[config.mk]
export PLATFORM = sky130hd
export DESIGN_NAME = wshbn_uart_flat
export DESIGN_NICKNAME = d
export VERILOG_FILES = /design/src/rtl/wshbn_uart_if.sv /design/src/rtl/wshbn_uart.sv /design/src/flat_wrapper.sv
export SDC_FILE = /design/constraint.sdc
export NUM_CORES = 1
export LEC_CHECK = 0
export CORE_MARGIN = 2
export CORE_UTILIZATION = 40
export CTS_CLUSTER_SIZE = 12
export DETAILED_ROUTE_END_ITERATION = 10
export GPL_TIMING_DRIVEN = 0
export PLACE_DENSITY = 0.63
export SYNTH_ARGS = -nofsm -noshare
export SYNTH_HDL_FRONTEND = slang
export SYNTH_SLANG_ARGS = --single-unit
export TNS_END_PERCENT = 30
[constraint.sdc]
create_clock -name CLK_I -period 3.7 [get_ports CLK_I]
set_input_delay 0.74 -clock CLK_I [delete_from_list [all_inputs] [get_ports CLK_I]]
set_output_delay 0.74 -clock CLK_I [all_outputs]
set_load 0.1 [all_outputs]
[src/rtl/wshbn_uart_if.sv]
// Wishbone slave bus bundle for the UART register window.
interface wshbn_uart_if;
    logic [3:0]  ADR_I;
    logic [31:0] DAT_I;
    logic [31:0] DAT_O;
    logic        WE_I;
    logic        STB_I;
    logic        CYC_I;
    logic        ACK_O;

    modport master (
        output ADR_I, DAT_I, WE_I, STB_I, CYC_I,
        input  DAT_O, ACK_O
    );

    modport slave (
        input  ADR_I, DAT_I, WE_I, STB_I, CYC_I,
        output DAT_O, ACK_O
    );
endinterface

[src/rtl/wshbn_uart.sv]
// Wishbone UART: TX/RX FIFOs, 8N1 serial engines with programmable divisor,
// level interrupt and status lines.
module wshbn_uart #(
    parameter int unsigned FIFO_DEPTH = 4,
    parameter logic [15:0] DEF_DIV    = 16'd433
) (
    input  logic        CLK_I,
    input  logic        RST_I,
    wshbn_uart_if.slave wb,
    input  logic        uart_rx,
    output logic        uart_tx,
    output logic        uart_full,
    output logic        uart_empty,
    output logic        interrupt
);
    localparam int unsigned AW = (FIFO_DEPTH > 1) ? $clog2(FIFO_DEPTH) : 1;
    localparam int unsigned CW = AW + 1;
    localparam logic [CW-1:0] FULL_CNT = CW'(FIFO_DEPTH);

    typedef enum logic [1:0] {S_IDLE, S_START, S_DATA, S_STOP} state_t;

    logic          ack, rd_pop;
    logic [31:0]   dat;
    logic [15:0]   div;
    logic [1:0]    ctrl;
    logic          overrun, frame_err;

    logic [7:0]    tx_mem [FIFO_DEPTH];
    logic [AW-1:0] tx_wr, tx_rd;
    logic [CW-1:0] tx_cnt;
    logic [7:0]    rx_mem [FIFO_DEPTH];
    logic [AW-1:0] rx_wr, rx_rd;
    logic [CW-1:0] rx_cnt;

    state_t        tx_state;
    logic [15:0]   tx_div, tx_tick;
    logic [2:0]    tx_bit;
    logic [7:0]    tx_sh;
    logic          tx_busy;

    state_t        rx_state;
    logic [15:0]   rx_div, rx_tick;
    logic [2:0]    rx_bit;
    logic [7:0]    rx_sh, rx_byte;
    logic          rx_s1, rx_s2, rx_s3;
    logic          rx_push, rx_ferr;

    logic          req_c, wr_c;
    logic          tx_empty_c, tx_full_c, rx_empty_c, rx_full_c;
    logic          tx_push_ok_c, tx_pop_c, rx_push_ok_c, rx_pop_c;
    logic [15:0]   rx_half_c;
    logic [31:0]   rdata_c;
    logic          unused_bits;

    assign wb.ACK_O    = ack;
    assign wb.DAT_O    = dat;
    assign unused_bits = ^{wb.DAT_I[31:16], wb.ADR_I[1:0]};

    // Handshake decode, FIFO push/pop qualification and read mux
    always_comb begin
        req_c        = wb.CYC_I & wb.STB_I;
        wr_c         = ack & wb.WE_I;
        tx_empty_c   = (tx_cnt == '0);
        tx_full_c    = (tx_cnt == FULL_CNT);
        rx_empty_c   = (rx_cnt == '0);
        rx_full_c    = (rx_cnt == FULL_CNT);
        tx_pop_c     = ~tx_empty_c &
                       ((tx_state == S_IDLE) | ((tx_state == S_STOP) & (tx_tick == tx_div)));
        tx_push_ok_c = wr_c & (wb.ADR_I[3:2] == 2'd0) & (~tx_full_c | tx_pop_c);
        rx_pop_c     = ack & rd_pop;
        rx_push_ok_c = rx_push & (~rx_full_c | rx_pop_c);
        rx_half_c    = 16'((17'(rx_div) + 17'd1) >> 1);
        rdata_c      = '0;
        case (wb.ADR_I[3:2])
            2'd0:    rdata_c = rx_empty_c ? 32'd0 : {24'd0, rx_mem[rx_rd]};
            2'd1:    rdata_c = {25'd0, frame_err, overrun, tx_busy,
                                rx_empty_c, rx_full_c, tx_empty_c, tx_full_c};
            2'd2:    rdata_c = {16'd0, div};
            default: rdata_c = {30'd0, ctrl};
        endcase
    end

    // Read data is captured with the ACK; a DATA read pops only if it returned a byte
    always_ff @(posedge CLK_I) begin
        if (!RST_I) begin
            ack    <= 1'b0;
            dat    <= '0;
            rd_pop <= 1'b0;
        end else begin
            ack    <= req_c & ~ack;
            dat    <= '0;
            rd_pop <= 1'b0;
            if (req_c & ~ack & ~wb.WE_I) begin
                dat    <= rdata_c;
                rd_pop <= (wb.ADR_I[3:2] == 2'd0) & ~rx_empty_c;
            end
        end
    end

    always_ff @(posedge CLK_I) begin
        if (tx_push_ok_c) tx_mem[tx_wr] <= wb.DAT_I[7:0];
        if (rx_push_ok_c) rx_mem[rx_wr] <= rx_byte;
    end

    // Control registers, FIFO pointers, sticky flags and status outputs
    always_ff @(posedge CLK_I) begin
        if (!RST_I) begin
            div        <= DEF_DIV;
            ctrl       <= '0;
            overrun    <= 1'b0;
            frame_err  <= 1'b0;
            tx_wr      <= '0;
            tx_rd      <= '0;
            tx_cnt     <= '0;
            rx_wr      <= '0;
            rx_rd      <= '0;
            rx_cnt     <= '0;
            uart_full  <= 1'b0;
            uart_empty <= 1'b1;
            interrupt  <= 1'b0;
        end else begin
            if (tx_push_ok_c) tx_wr <= tx_wr + AW'(1);
            if (tx_pop_c)     tx_rd <= tx_rd + AW'(1);
            tx_cnt <= tx_cnt + CW'(tx_push_ok_c) - CW'(tx_pop_c);
            if (rx_push_ok_c) rx_wr <= rx_wr + AW'(1);
            if (rx_pop_c)     rx_rd <= rx_rd + AW'(1);
            rx_cnt <= rx_cnt + CW'(rx_push_ok_c) - CW'(rx_pop_c);

            if (wr_c && wb.ADR_I[3:2] == 2'd2) div  <= wb.DAT_I[15:0];
            if (wr_c && wb.ADR_I[3:2] == 2'd3) ctrl <= wb.DAT_I[1:0];
            if (wr_c && wb.ADR_I[3:2] == 2'd1 && wb.DAT_I[5]) overrun   <= 1'b0;
            if (wr_c && wb.ADR_I[3:2] == 2'd1 && wb.DAT_I[6]) frame_err <= 1'b0;
            if (rx_push & ~rx_push_ok_c) overrun   <= 1'b1;
            if (rx_ferr)                 frame_err <= 1'b1;

            uart_full  <= tx_full_c;
            uart_empty <= rx_empty_c;
            interrupt  <= (ctrl[0] & ~rx_empty_c) | (ctrl[1] & tx_empty_c & ~tx_busy);
        end
    end

    // TX engine: frames follow each other without an idle gap while bytes are queued
    always_ff @(posedge CLK_I) begin
        if (!RST_I) begin
            tx_state <= S_IDLE;
            tx_div   <= '0;
            tx_tick  <= '0;
            tx_bit   <= '0;
            tx_sh    <= '0;
            tx_busy  <= 1'b0;
            uart_tx  <= 1'b1;
        end else begin
            case (tx_state)
                S_IDLE: begin
                    if (tx_pop_c) begin
                        tx_state <= S_START;
                        tx_div   <= div;
                        tx_sh    <= tx_mem[tx_rd];
                        tx_tick  <= '0;
                        tx_busy  <= 1'b1;
                        uart_tx  <= 1'b0;
                    end
                end
                S_START: begin
                    if (tx_tick == tx_div) begin
                        tx_tick  <= '0;
                        tx_bit   <= '0;
                        uart_tx  <= tx_sh[0];
                        tx_state <= S_DATA;
                    end else begin
                        tx_tick <= tx_tick + 16'd1;
                    end
                end
                S_DATA: begin
                    if (tx_tick == tx_div) begin
                        tx_tick <= '0;
                        if (tx_bit == 3'd7) begin
                            tx_state <= S_STOP;
                            uart_tx  <= 1'b1;
                        end else begin
                            tx_bit  <= tx_bit + 3'd1;
                            tx_sh   <= {1'b0, tx_sh[7:1]};
                            uart_tx <= tx_sh[1];
                        end
                    end else begin
                        tx_tick <= tx_tick + 16'd1;
                    end
                end
                S_STOP: begin
                    if (tx_tick == tx_div) begin
                        tx_tick <= '0;
                        if (tx_pop_c) begin
                            tx_state <= S_START;
                            tx_div   <= div;
                            tx_sh    <= tx_mem[tx_rd];
                            uart_tx  <= 1'b0;
                        end else begin
                            tx_state <= S_IDLE;
                            tx_busy  <= 1'b0;
                        end
                    end else begin
                        tx_tick <= tx_tick + 16'd1;
                    end
                end
            endcase
        end
    end

    // RX engine: start bit re-checked at mid-bit, then one sample per bit period
    always_ff @(posedge CLK_I) begin
        if (!RST_I) begin
            rx_s1    <= 1'b1;
            rx_s2    <= 1'b1;
            rx_s3    <= 1'b1;
            rx_state <= S_IDLE;
            rx_div   <= '0;
            rx_tick  <= '0;
            rx_bit   <= '0;
            rx_sh    <= '0;
            rx_byte  <= '0;
            rx_push  <= 1'b0;
            rx_ferr  <= 1'b0;
        end else begin
            rx_s1   <= uart_rx;
            rx_s2   <= rx_s1;
            rx_s3   <= rx_s2;
            rx_push <= 1'b0;
            rx_ferr <= 1'b0;
            case (rx_state)
                S_IDLE: begin
                    if (rx_s3 & ~rx_s2) begin
                        rx_state <= S_START;
                        rx_div   <= div;
                        rx_tick  <= '0;
                    end
                end
                S_START: begin
                    if (rx_tick == rx_half_c) begin
                        rx_tick  <= '0;
                        rx_bit   <= '0;
                        rx_state <= rx_s2 ? S_IDLE : S_DATA;
                    end else begin
                        rx_tick <= rx_tick + 16'd1;
                    end
                end
                S_DATA: begin
                    if (rx_tick == rx_div) begin
                        rx_tick <= '0;
                        rx_sh   <= {rx_s2, rx_sh[7:1]};
                        if (rx_bit == 3'd7) rx_state <= S_STOP;
                        else                rx_bit   <= rx_bit + 3'd1;
                    end else begin
                        rx_tick <= rx_tick + 16'd1;
                    end
                end
                S_STOP: begin
                    if (rx_tick == rx_div) begin
                        rx_tick  <= '0;
                        rx_state <= S_IDLE;
                        if (rx_s2) begin
                            rx_push <= 1'b1;
                            rx_byte <= rx_sh;
                        end else begin
                            rx_ferr <= 1'b1;
                        end
                    end else begin
                        rx_tick <= rx_tick + 16'd1;
                    end
                end
            endcase
        end
    end
endmodule

[src/flat_wrapper.sv]
// flat-port wrapper written by rule: the top's interface ports become plain ports
module wshbn_uart_flat 
#(
    parameter int unsigned FIFO_DEPTH = 4,
    parameter logic [15:0] DEF_DIV    = 16'd433
)
  (CLK_I, RST_I, uart_rx, uart_tx, uart_full, uart_empty, interrupt, wb_ADR_I, wb_DAT_I, wb_WE_I, wb_STB_I, wb_CYC_I, wb_DAT_O, wb_ACK_O);
  wshbn_uart_if wb_i ();
  input  logic CLK_I;
  input  logic RST_I;
  input  logic uart_rx;
  output logic uart_tx;
  output logic uart_full;
  output logic uart_empty;
  output logic interrupt;
  input wire logic [$bits(wb_i.ADR_I)-1:0] wb_ADR_I;
  input wire logic [$bits(wb_i.DAT_I)-1:0] wb_DAT_I;
  input wire logic [$bits(wb_i.WE_I)-1:0] wb_WE_I;
  input wire logic [$bits(wb_i.STB_I)-1:0] wb_STB_I;
  input wire logic [$bits(wb_i.CYC_I)-1:0] wb_CYC_I;
  output wire logic [$bits(wb_i.DAT_O)-1:0] wb_DAT_O;
  output wire logic [$bits(wb_i.ACK_O)-1:0] wb_ACK_O;
  assign wb_i.ADR_I = wb_ADR_I;
  assign wb_i.DAT_I = wb_DAT_I;
  assign wb_i.WE_I = wb_WE_I;
  assign wb_i.STB_I = wb_STB_I;
  assign wb_i.CYC_I = wb_CYC_I;
  assign wb_DAT_O = wb_i.DAT_O;
  assign wb_ACK_O = wb_i.ACK_O;
  wshbn_uart #(.FIFO_DEPTH(FIFO_DEPTH), .DEF_DIV(DEF_DIV)) u_core (.CLK_I(CLK_I), .RST_I(RST_I), .wb(wb_i), .uart_rx(uart_rx), .uart_tx(uart_tx), .uart_full(uart_full), .uart_empty(uart_empty), .interrupt(interrupt));
endmodule
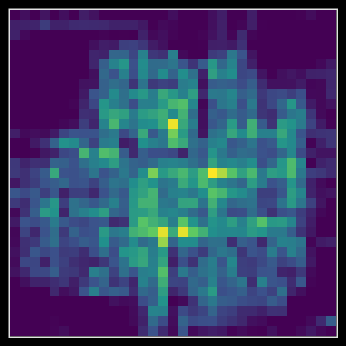
(run_1/metal_density.png)
Drawn at 2 px/um. 33 x 33 tiles, from dark purple (low) to yellow (high), scaled to the fullest tile. Values are wire area over tile area, all layers added.
The mean over all tiles is 0.14. The fullest tile reaches 0.60. 24% of the tiles are nearly empty. The densest ninth of the die: middle. 12% of the tiles are over half the peak.
final WL: 23.06 mm
via count: 7344
Total GRT Usage: 0.1763
routed length per instance: 15.87 um

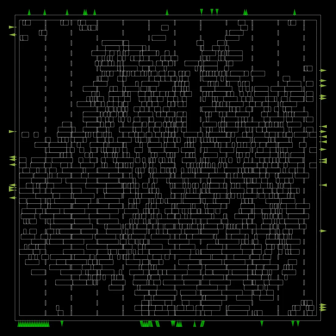
(run_1/placement.png)
final core utilization: 0.4773
core area: 25040 um2
filler cell count: 2358
Tapcells: 330
placement row count: 58

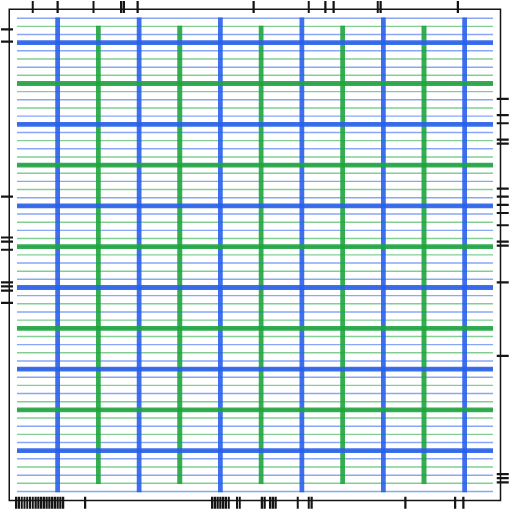
(run_1/power_grid.png)
Drawn at 3 px/um. Pins as bars on the die edge.
Green stands for VDD. Blue stands for VSS.
11 straps on met5. 11 straps on met4.
Die H: 163.2 um
Die X: 163.2 um
worst vdd ir: 0.0003961 V

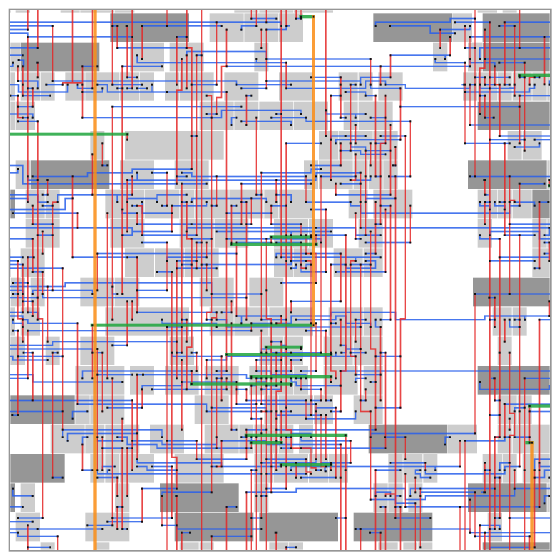
(run_1/detail.png)
Window x 57 to 107, y 89 to 139 um. Cells in grey, sequential cells in the stronger grey; small squares are vias.
Blue stands for metal 1. Green stands for metal 3. Red stands for metal 2. Orange stands for metal 4.
178 logic cells have their middle in the window. Sequential cells in the window: 18. Netlist names of flops here include u_core.rx_div (13), u_core.rx_tick (5). Most frequent: nand2_1 (33), xnor2_1 (27), dfxtp_1 (18).

run 1: logic make-up after synthesis:
logic type                 Yosys count  share of synthesized area
buffers and inverters               97                    0.04442
and+or+nand+nor                    381                     0.1770
DFF                                228                     0.5133
AOI/OAI and AO/OA                  152                    0.09218
xor gates and xnor gates            81                    0.06997
other                                1                  0.0003698
muxes                               51                    0.07046
adders and majority gates           25                    0.03233
run 1: worst max-delay path: cells and delay by family, from the launching register on:
family | cells | cell delay, ns
AND-OR/OR-AND | 2 | 0.77
AND/OR/NAND/NOR | 3 | 0.80
XOR/XNOR | 3 | 0.49
buffers and inverters | 1 | 0.05
flip-flops | 1 | 0.44
adder cells (fa/ha/maj) | 2 | 0.61
==> results.yml, run 1 <==
# generated from flow reports
final_layout:
  nonClkBufAreaFrac: 0.06796
  n_antenna_cell: 0
  final_area_um2: 11950
  fin_nets: 1170
  nClkBuffers: 41
  syn2layout_area_growth_pct: 17.84
  finalNonFillerCells: 1453
  seq_share: 0.4356
  inverters: 21
  seq_area_um2: 5205
  lay_top_count: "dfxtp_1"
  layout_top_cells: "164 x dfxtp_1, 140 x nand2_1, 97 x nor2_1"
  logic_gates: 706
synth:
  most_common_cell: "dfxtp_1"
  async_flop_share: 0
  synth_cell_types: 65
  ys_cells: 1016
  netlist_area_um2: 10140
  synth_cells: 1016
  ys_seq_frac: 0.5133
  synth_warnings: 0
  flop_cell: "dfxtp_1"
  netlist.area_leader.share: 0.3238
grt:
  gr-usage-met3: 0.02819
  gr-usage-met1: 0.2430
  grt_pass1_wl_mm: 37.61
  gr-total-overflow: 0
  grt_use_met2: 0.2867
  busiest_layer: "met2"
power_and_ir_drop:
  pg_clk_mw: 2.65
  power.density_nw_per_um2: 572.9
  power.group.top: "sequential cells"
  totalPowerFinal_mw: 6.846
  p_comb_mw: 1.44
  swShare: 0.2949
  pwr-share-clk: 0.386
  seq_power_mw: 2.76
  p_comb_frac: 0.210
  p_sw_mw: 2.019
hold_path:
  min_path_cells: 1
  hold_class: "flop to flop"
  hold_path_end: "u_core.rx_s2"
route:
  drtAntennaViolNets: 0
  met1_length_mm: 10.91
  routed_via_density: 5.054
  met2WireLength_mm: 10.53
  first_pass_iters: 5
place:
  placed_cell_area_um2: 11050
  dp.cells: 1405
  gp_congestion: 0.8760
  dpl_worst_slack_ns: 0.4134
worst_setup_path:
  cpMaxStageDelayCell: "nor4_4"
  worst-r2r-cell-count: 11
  cp_cell_sequence: "xnor2_1, nand4_1, nor4_4, a21oi_2, a2111oi_4, ha_1, inv_1, fa_1, xor2_1, xnor2_1, nor2_1"
  cpPeakStageDelay_ns: 0.59
  timing.rr.start: "u_core.tx_tick[11]"
  cp.arrival_ns: 3.68
status:
  status: "finished clean"
clock_network:
  postCtsSetupRepairBufs: 0
  hold_buffers: 0
  ctsHtreeMaxLevel: 1
  clockRootBuffer: "clkbuf_16"
  cts_buffers: 26
  cts.sinks: 228
  clk_pin_slew_ns: 0.06
  cts_tree: "done"
die:
  chipArea_um2: 26640
  fp_util: 0.4050
job:
  cap_violations: 0
  warning_count: 54
timing:
  layout_setup_ws_ns: 0.4116
  finalClockPeriodUsage: 0.8888
  rsz0062_at_grt: "false"
  max_clock_freq_ghz: 0.3041
==> run_1/sizes.png <==
Drawn at 1.5 px/um.
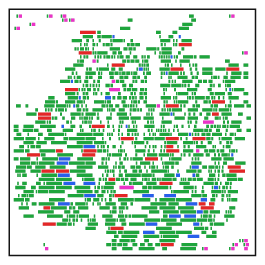

==> run 2: changes to the inputs <==
--- a/config.mk
+++ b/config.mk
@@ -5,7 +5,7 @@
 export SDC_FILE = /design/constraint.sdc
 export NUM_CORES = 1
 export LEC_CHECK = 0
-export CORE_MARGIN = 2
+export CORE_MARGIN = 10
 export CORE_UTILIZATION = 40
 export CTS_CLUSTER_SIZE = 12
 export DETAILED_ROUTE_END_ITERATION = 10
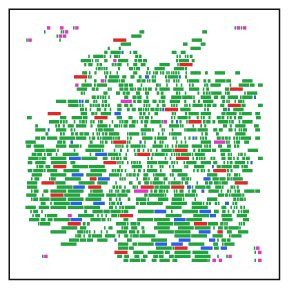
(run_2/sizes.png)
Drawn at 1.5 px/um.
Green stands for _0 and _1 cells, cells 1029, share 92%, most used dfxtp_1. Blue stands for _2 cells, cells 41, share 3.7%, most used mux4_2. Magenta stands for _3 and _4 cells, cells 24, share 2.1%, most used buf_4. Red stands for _6 and larger, cells 29, share 2.6%, most used clkbuf_16.
worst setup margin: 0.4386 ns
Area Overhead vs Synth: 16.71%

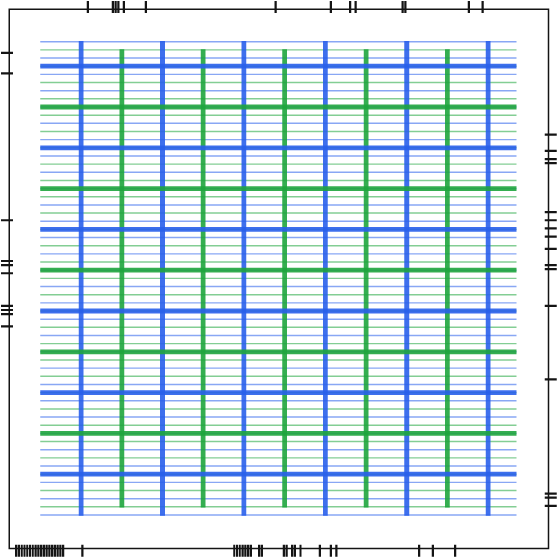
(run_2/power_grid.png)
Drawn at 3 px/um. Pins as bars on the die edge.
Green stands for VDD. Blue stands for VSS.
11 straps on met5. The core has 58 rows. 59 met1 rails follow the rows.

==> run 2 against run 1 <==
Cell area down 0.96%. Clock power down 12%. Cell count unchanged. Routed wire length up 0.44%. Critical endpoint unchanged. Largest cell class unchanged.
==> results.yml, run 2 <==
# generated from flow reports
clock_network:
  postCtsSetupRepairBufs: 0
  hold_buffers: 0
  cts_buffers: 26
  clockRootBuffer: "clkbuf_16"
  ctsHtreeMaxLevel: 1
  cts_tree: "done"
  cts.sinks: 228
  clk_pin_slew_ns: 0.06
timing:
  max_clock_freq_ghz: 0.3066
  finalClockPeriodUsage: 0.8815
  rsz0062_at_grt: "false"
route:
  vias: 7379
  first_pass_iters: 5
  routed_via_density: 5.078
  wl_per_cell_um: 15.94
  drtAntennaViolNets: 0
grt:
  gr-usage-met3: 0.02696
  grt_use_met2: 0.2308
  gr-total-overflow: 0
  grt_pass1_wl_mm: 37.26
place:
  gp_congestion: 0.8696
  placed_cell_area_um2: 11050
  dp.cells: 1405
synth:
  synth_cells: 1016
  ys_seq_frac: 0.5133
  netlist.area_leader.share: 0.3238
  logic_family: "simple AND/OR/NAND/NOR gates"
  netlist_area_um2: 10140
  mux_share: 0.07046
  flop_cell: "dfxtp_1"
  synthAoiAreaFrac: 0.09218
  most_common_cell: "dfxtp_1"
  ys_sh_adder: 0.03233
  xor_share: 0.06997
  synth_cell_types: 65
  synth-simple-area-share: 0.1769
  synth_warnings: 0
die:
  rows: 58
  die_h_um: 179.2
  coreArea_um2: 25040
  dieWidth_um: 179.2
  chipArea_um2: 32120
power_and_ir_drop:
  seq_power_mw: 2.76
  p_comb_mw: 1.43
  power.density_nw_per_um2: 552.1
  power.group.top: "sequential cells"
  p_sw_mw: 1.986
  pg_clk_mw: 2.34
  swShare: 0.3039
  pwr-share-clk: 0.359
  p_comb_frac: 0.219
  vdd_ir_drop_max_v: 0.0003344
hold_path:
  hold_path_end: "u_core.rx_s2"
  min_path_cells: 1
final_layout:
  layout_top_cells: "164 x dfxtp_1, 140 x nand2_1, 97 x nor2_1"
  fin_nets: 1170
  nFillCells: 2366
  n_antenna_cell: 0
  final_area_um2: 11830
  lay_top_count: "dfxtp_1"
  finalNonFillerCells: 1453
  seq_area_um2: 5205
worst_setup_path:
  cp.arrival_ns: 3.64
  worst-r2r-cell-count: 12
  cp.depth: 12
  timing.rr.start: "u_core.tx_tick[2]"
  cpPeakStageDelay_ns: 0.55
  cp_num_buf_inv: 2
  cp_cell_sequence: "buf_2, xnor2_1, nand4_1, nor4_4, a21oi_2, a2111oi_4, ha_1, inv_1, fa_1, xor2_1, xnor2_1, nor2_1"
status:
  status: "finished clean"
job:
  warning_count: 54
-- run 2: cell counts after synthesis --
Identical to the previous run, type by type.
-- run 2: cells by family after synthesis --
logic type,count (synthesis)
simple gates,381
flops,228
compound gates,152
buf+inv,97
xor+xnor,81
mux,51
fa+ha+maj,25
other cells,1
-- run 2: metrics by stage --
step	util	total power [mW]
2_1_floorplan	-	3.916
3_3_place_gp	0.4413	4.231
3_5_place_dp	0.4413	4.243
4_1_cts	0.4727	6.587
5_1_grt	0.4727	6.863
6_report	0.4727	6.533
-- run 2: cell type report --
cell class	count	area share
Multi-Input combinational cell	706	0.3837
Clock inverter	12	0.005498
Timing Repair Buffer	44	0.03722
Inverter	21	0.006661
Tap cell	330	0.03489
Clock buffer	36	0.06080
Buffer	76	0.03140
Sequential cell	228	0.4398
Power and IR drop assume default switching activity.
